==> src/rtl/mem_dispatch.sv <==
// mem_dispatch: reads N_PE*WPP words from a synchronous memory and sends each
// one as a NoC packet {dest, widx, data}. A run starts on a start token from the
// control center and ends with a done token.
//
// Build option: define MEM_DISPATCH_PARITY_EN to add an even-parity MSB to
// pkt_data (XOR of all other packet bits).
//
// Ports:
//   clk, reset                      clock, asynchronous active-high reset
//   cc_start_valid/cc_start_ready   start token handshake (accepted only in IDLE)
//   cc_done_valid/cc_done_ready     done token handshake (offered only in DONE)
//   mem_addr, mem_rdata             memory read port, data one cycle after address
//   pkt_valid/pkt_ready, pkt_data   NoC packet output
//
// state | meaning
// IDLE  | waiting for a start token
// READ  | mem_addr presents the current word address
// LOAD  | mem_rdata captured into the packet register
// SEND  | packet offered to the NoC until accepted
// DONE  | done token offered to the control center
module mem_dispatch #(
  parameter int N_PE   = 9,
  parameter int WPP    = 5,
  parameter int DATA_W = 8,
  parameter int ADDR_W = 8,
  localparam int BODY_W = 4 + ADDR_W + DATA_W,
`ifdef MEM_DISPATCH_PARITY_EN
  localparam int PKT_W = BODY_W + 1
`else
  localparam int PKT_W = BODY_W
`endif
) (
  input  logic              clk,
  input  logic              reset,
  input  logic              cc_start_valid,
  output logic              cc_start_ready,
  output logic              cc_done_valid,
  input  logic              cc_done_ready,
  output logic [ADDR_W-1:0] mem_addr,
  input  logic [DATA_W-1:0] mem_rdata,
  output logic              pkt_valid,
  input  logic              pkt_ready,
  output logic [PKT_W-1:0]  pkt_data
);

  localparam int PE_W = (N_PE > 1) ? $clog2(N_PE) : 1;
  localparam int W_W  = (WPP > 1) ? $clog2(WPP) : 1;

  typedef enum logic [2:0] {IDLE, READ, LOAD, SEND, DONE} state_t;

  state_t            state, state_nx;
  logic [PE_W-1:0]   pe_cnt;
  logic [W_W-1:0]    w_cnt;
  // Running linear address; equals pe_cnt*WPP + w_cnt without a multiplier.
  logic [ADDR_W-1:0] addr_cnt;
  logic [ADDR_W-1:0] mem_addr_q;
  logic [PKT_W-1:0]  pkt_q;
  logic [BODY_W-1:0] pkt_body;
  logic              last_word;
  logic              pkt_hs;

  assign last_word = (pe_cnt == PE_W'(N_PE - 1)) && (w_cnt == W_W'(WPP - 1));
  assign pkt_hs    = (state == SEND) && pkt_ready;
  assign pkt_body  = {4'(pe_cnt), ADDR_W'(w_cnt), mem_rdata};

  always_ff @(posedge clk or posedge reset) begin
    if (reset) state <= IDLE;
    else       state <= state_nx;
  end

  always_comb begin
    state_nx = state;
    case (state)
      IDLE:    if (cc_start_valid) state_nx = READ;
      READ:    state_nx = LOAD;
      LOAD:    state_nx = SEND;
      SEND:    if (pkt_ready) state_nx = last_word ? DONE : READ;
      DONE:    if (cc_done_ready) state_nx = IDLE;
      default: state_nx = IDLE;
    endcase
  end

  // cc_start_ready is gated by reset so it reads 0 for as long as reset is high.
  always_comb begin
    cc_start_ready = (state == IDLE) && !reset;
    cc_done_valid  = (state == DONE);
    pkt_valid      = (state == SEND);
    mem_addr       = (state == READ) ? addr_cnt : mem_addr_q;
    pkt_data       = (state == SEND) ? pkt_q : '0;
  end

  always_ff @(posedge clk or posedge reset) begin
    if (reset) begin
      pe_cnt     <= '0;
      w_cnt      <= '0;
      addr_cnt   <= '0;
      mem_addr_q <= '0;
      pkt_q      <= '0;
    end else begin
      if (state == IDLE && cc_start_valid) begin
        pe_cnt   <= '0;
        w_cnt    <= '0;
        addr_cnt <= '0;
      end
      if (state == READ) mem_addr_q <= addr_cnt;
      if (state == LOAD) begin
`ifdef MEM_DISPATCH_PARITY_EN
        pkt_q <= {^pkt_body, pkt_body};
`else
        pkt_q <= pkt_body;
`endif
      end
      if (pkt_hs) begin
        addr_cnt <= addr_cnt + ADDR_W'(1);
        if (w_cnt == W_W'(WPP - 1)) begin
          w_cnt  <= '0;
          pe_cnt <= pe_cnt + PE_W'(1);
        end else begin
          w_cnt <= w_cnt + W_W'(1);
        end
      end
    end
  end

endmodule

==> config.mk <==
export PLATFORM = sky130hd
export DESIGN_NAME = mem_dispatch
export DESIGN_NICKNAME = d
export VERILOG_FILES = /design/src/rtl/mem_dispatch.sv
export SDC_FILE = /design/constraint.sdc
export NUM_CORES = 1
export LEC_CHECK = 0
export CORE_ASPECT_RATIO = 0.7
export CORE_MARGIN = 2
export CORE_UTILIZATION = 50
export DETAILED_ROUTE_END_ITERATION = 10
export HOLD_SLACK_MARGIN = 0.1
export PLACE_DENSITY = 0.79
export SLEW_MARGIN = 20
export SYNTH_ARGS = -nofsm -noshare
export SYNTH_HDL_FRONTEND = slang
export SYNTH_SLANG_ARGS = --single-unit
==> constraint.sdc <==
create_clock -name clk -period 2 [get_ports clk]
set_clock_uncertainty 0.2 [all_clocks]
set_input_delay 0.2 -clock clk [delete_from_list [all_inputs] [get_ports clk]]
set_output_delay 0.2 -clock clk [all_outputs]
set_load 0.05 [all_outputs]
Cell classes on the final placement:
Drawn at 4 px/um. Fill, decap, tap and diode cells in gray.
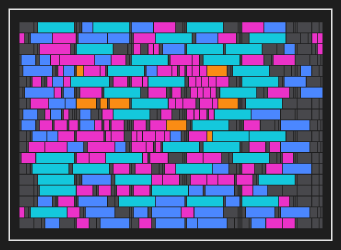
| color | class | cells | share of their area |
|---|---|---|---|
| orange | clock drivers and dummy loads | 8 | 2.8% |
| magenta | combinational and other logic | 123 | 35% |
| cyan | sequential cells | 41 | 35% |
| blue | remaining buffers and delay cells | 58 | 27% |

The metal 2 layer:
Drawn at 4 px/um. Cells faint in the background.
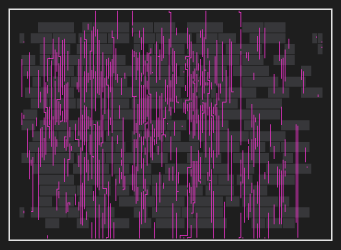
nets with wire on the layer: 225
longest straight run: 30.9 um
main direction: vertical
share of all routed wire: 52%
met2 usage: 35.5%
via count: 1501
drt total wl: 4590 um

Clock nets:
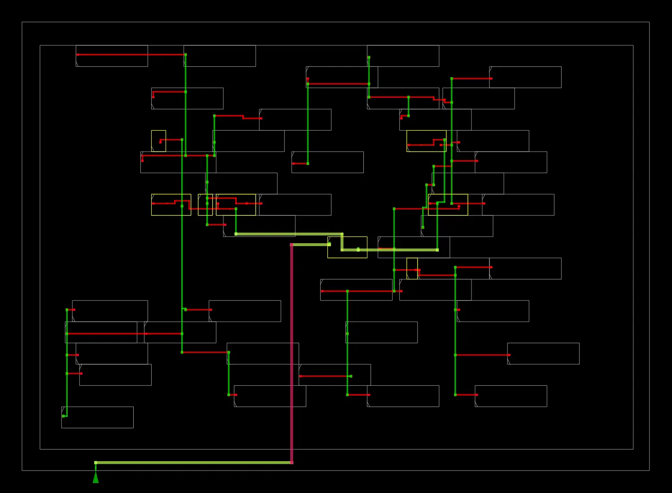
Clock Latency Late Sink: 0.28 ns
clk sink count: 41

Clock network drawn from the DEF:
Drawn at 8 px/um.
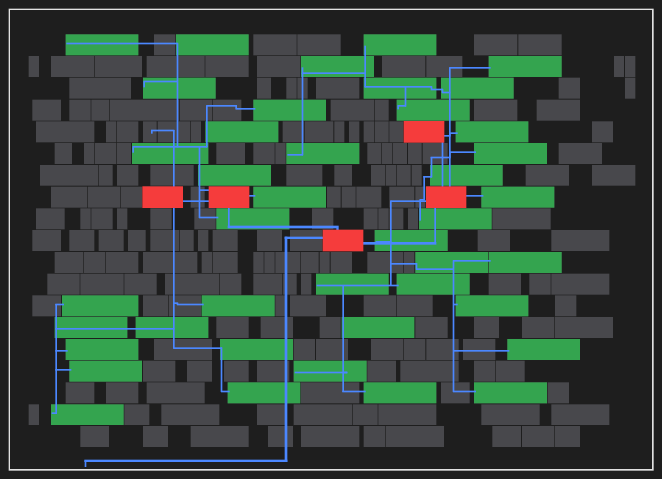
[blue] clock wires | length: 452 um
[red] clock drivers | count: 5
[green] flip-flops | count: 41
routed clock nets: 6
flops lie: widely spread
clock group power: 0.000505 W
Clk pwr share: 10.6%

Ports around the boundary:
Drawn at 3 px/um. Pins as bars across the die edge, other pins in gray.
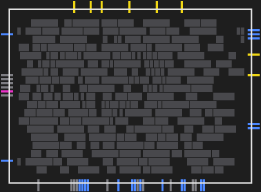
| color | port | pins | direction | edge |
|---|---|---|---|---|
| blue | `pkt_data` | 20 | output | 13 bottom, 5 right, 2 left |
| yellow | `mem_addr` | 8 | output | 6 top, 2 right |
| magenta | `cc_start_valid` | 1 | input | left |
all pins by edge: 23 bottom, 8 left, 7 right, 6 top
Die Span X: 80.3 um
die height: 57.4 um
IO buf count: 38

stage by stage:
| stage | setup slack (ns) | instance area [um^2] | std cells |
|---|---|---|---|
| 2_1_floorplan | 0.0139 | 2070 | 175 |
| 3_3_place_gp | 0.130 | 2690 | 265 |
| 3_5_place_dp | -0.0883 | 2690 | 265 |
| 4_1_cts | -0.0328 | 2910 | 277 |
| 5_1_grt | -0.0777 | 2990 | 282 |
| 6_report | -0.0382 | 2990 | 282 |
sequential cells by signal, summed over array words and instances, names as in the netlist:
signal,cells
addr_cnt,8
mem_addr_q,8
pe_cnt,4
pkt_q,15
state,3
w_cnt,3
worst max-delay path, stage by stage (launching register included):
cell,delay [ns]
dfrtp_2,0.44
nor3b_4,0.25
buf_12,0.17
mux2_4,0.33
buf_8,0.16
cell families (layout without fill, tap and decap cells):
kind of cell,count (synthesis),after routing,share of synthesized area [%]
XOR/XNOR,1,1,0.430
adder cells (fa/ha/maj),5,5,3.07
AND/OR/NAND/NOR,59,59,18.9
buffers and inverters,16,71,4.92
flip-flops,41,41,50.4
AND-OR/OR-AND,21,21,7.38
other,1,5,0.184
multiplexers,27,27,14.8
cell usage in the layout, fill, tap and decap left out, drive strengths merged:
master / instances
and3: 2
nand4b: 1
and2: 17
clkinv: 2
nor4bb: 1
and4b: 1
o21ai: 6
clkdlybuf4s50: 12
a31o: 1
nor2: 9
and4bb: 1
a21oi: 4
nand3: 4
xnor2: 1
dfrtp: 41
nand2: 11
nor3b: 3
clkbuf: 6
nand4: 1
a22o: 6
mux2: 24
conb: 5
o31ai: 1
ha: 5
mux2i: 3
nor3: 5
a211o: 1
nor4b: 1
buf: 46
inv: 5
o21bai: 2
nor4: 2
area by class of cell:
type / count / area (um^2)
clock buffer: 6 / 72.6
clock inverter: 2 / 10.0
fill: 272 / 937
inverter: 5 / 18.8
multi-input combinational: 118 / 1010
sequential: 41 / 1030
tap: 52 / 65.1
timing repair buffer: 58 / 778
Yosys cell counts (3+ instances only):
cell,number,area [um^2]
inv_1,5,18.8
o21ai_0,6,30.0
mux2i_1,3,30.0
nor3_1,4,20.0
mux2_2,10,113
and2_1,17,106
ha_1,5,62.6
a21oi_1,3,15.0
nor2_1,9,33.8
a22o_1,6,52.6
mux2_1,14,158
nand3_1,4,20.0
buf_4,8,60.1
dfrtp_1,41,1030
nand2_1,11,41.3
per-layer routing:
metal	vias up	track usage, %	wire length, um
li1	706	-	-
met1	753	27.0	1980
met2	38	35.5	2400
met3	4	4.75	171
met4	0	4.60	36
met5	-	0	0
power breakdown:
part	switching (W)	internal, W
logic	0.00150	0.00149
clock network	0.000264	0.000242
registers	0.000201	0.00109
total	0.00197	0.00282
worst max path at each step:
stage,slack [ns],cells after the start,end,start
5_1_grt,-0.08,4,mem_addr[7],state[2]
4_1_cts,-0.03,4,mem_addr[3],state[2]
2_1_floorplan,0.01,2,cc_start_ready,state[2]
6_report,-0.04,4,mem_addr[7],state[1]
3_5_place_dp,-0.09,5,state[0],pkt_ready
3_3_place_gp,0.13,5,state[0],pkt_ready
==> run summary <==
flow finished, numbers: status finished with violations, failing checks setup timing, Setup violations, final 8, kind of critical path reg -> out, first-pass GRT wire length 7230 um, initial antenna violation count 0, yosys stat area 0.00204 mm^2, reg-to-reg critical path startpoint state[2], Top Ports 44, P per Cell Area 1600 mW/mm^2, Least-Margin Pin Slew 0.510 ns, share of cells above drive strength 1 41.7%, DRC violation count after routing 0, Vias/cell 5.32, worst-path fanout max 8, critical path required time 1.60 ns, Rel. slew slack 66.0%, FF-to-FF End state[0], max frequency 0.491 GHz, Max Cap Viol 0, clock transition at the registers of the reported paths 0.07 ns, stage-log warning count 30, Die ar. 0.00461 mm^2, post-CTS setup buffers 4, Worst R2R Path Depth 5, final setup margin -0.0382 ns, dominant register cell dfrtp_1, Post-DP HPWL 3160 um, CP Launch Type register, minimum clock period 2.04 ns, pin count of the biggest net entering global routing 42, Lkg Pwr 1.37 nW, DR WL/cell 16.3 um, Longest Clk Path Bufs 2, #FFs+latches synth 41, Hold WS 0.231 ns, TritonCTS clock tree built, Netlist cell types 37, cycle use final 102%, reg2reg setup slack 0.07 ns, Total Power 0.00479 W, yosys cell count 171, cell count after synthesis 171, Final ANT Viol Nets 0, crit end category output pin, Area growth syn-to-layout 46.7%, worst min-delay path class in -> async, Worst EP arrival 1.64 ns, drt pass-1 iters 4, violation count after the first detailed-route iteration 162, Setup Total Neg Slack -0.191 ns, cts repair resizes 32, gr usage total 20.6%, Async SR Flop Fraction 100%, GR Overflow Total 0, Util after Layout 76.1%, Hold Vio Cnt, Final 0, number of enable flip-flop cells 0, CTS HTree Levels 2, nets 247, Synth warnings 0, Root Buffer clkbuf_8, Hold Buf Count CTS 0
No activity file was given, so power comes from the tool's default toggle rates.
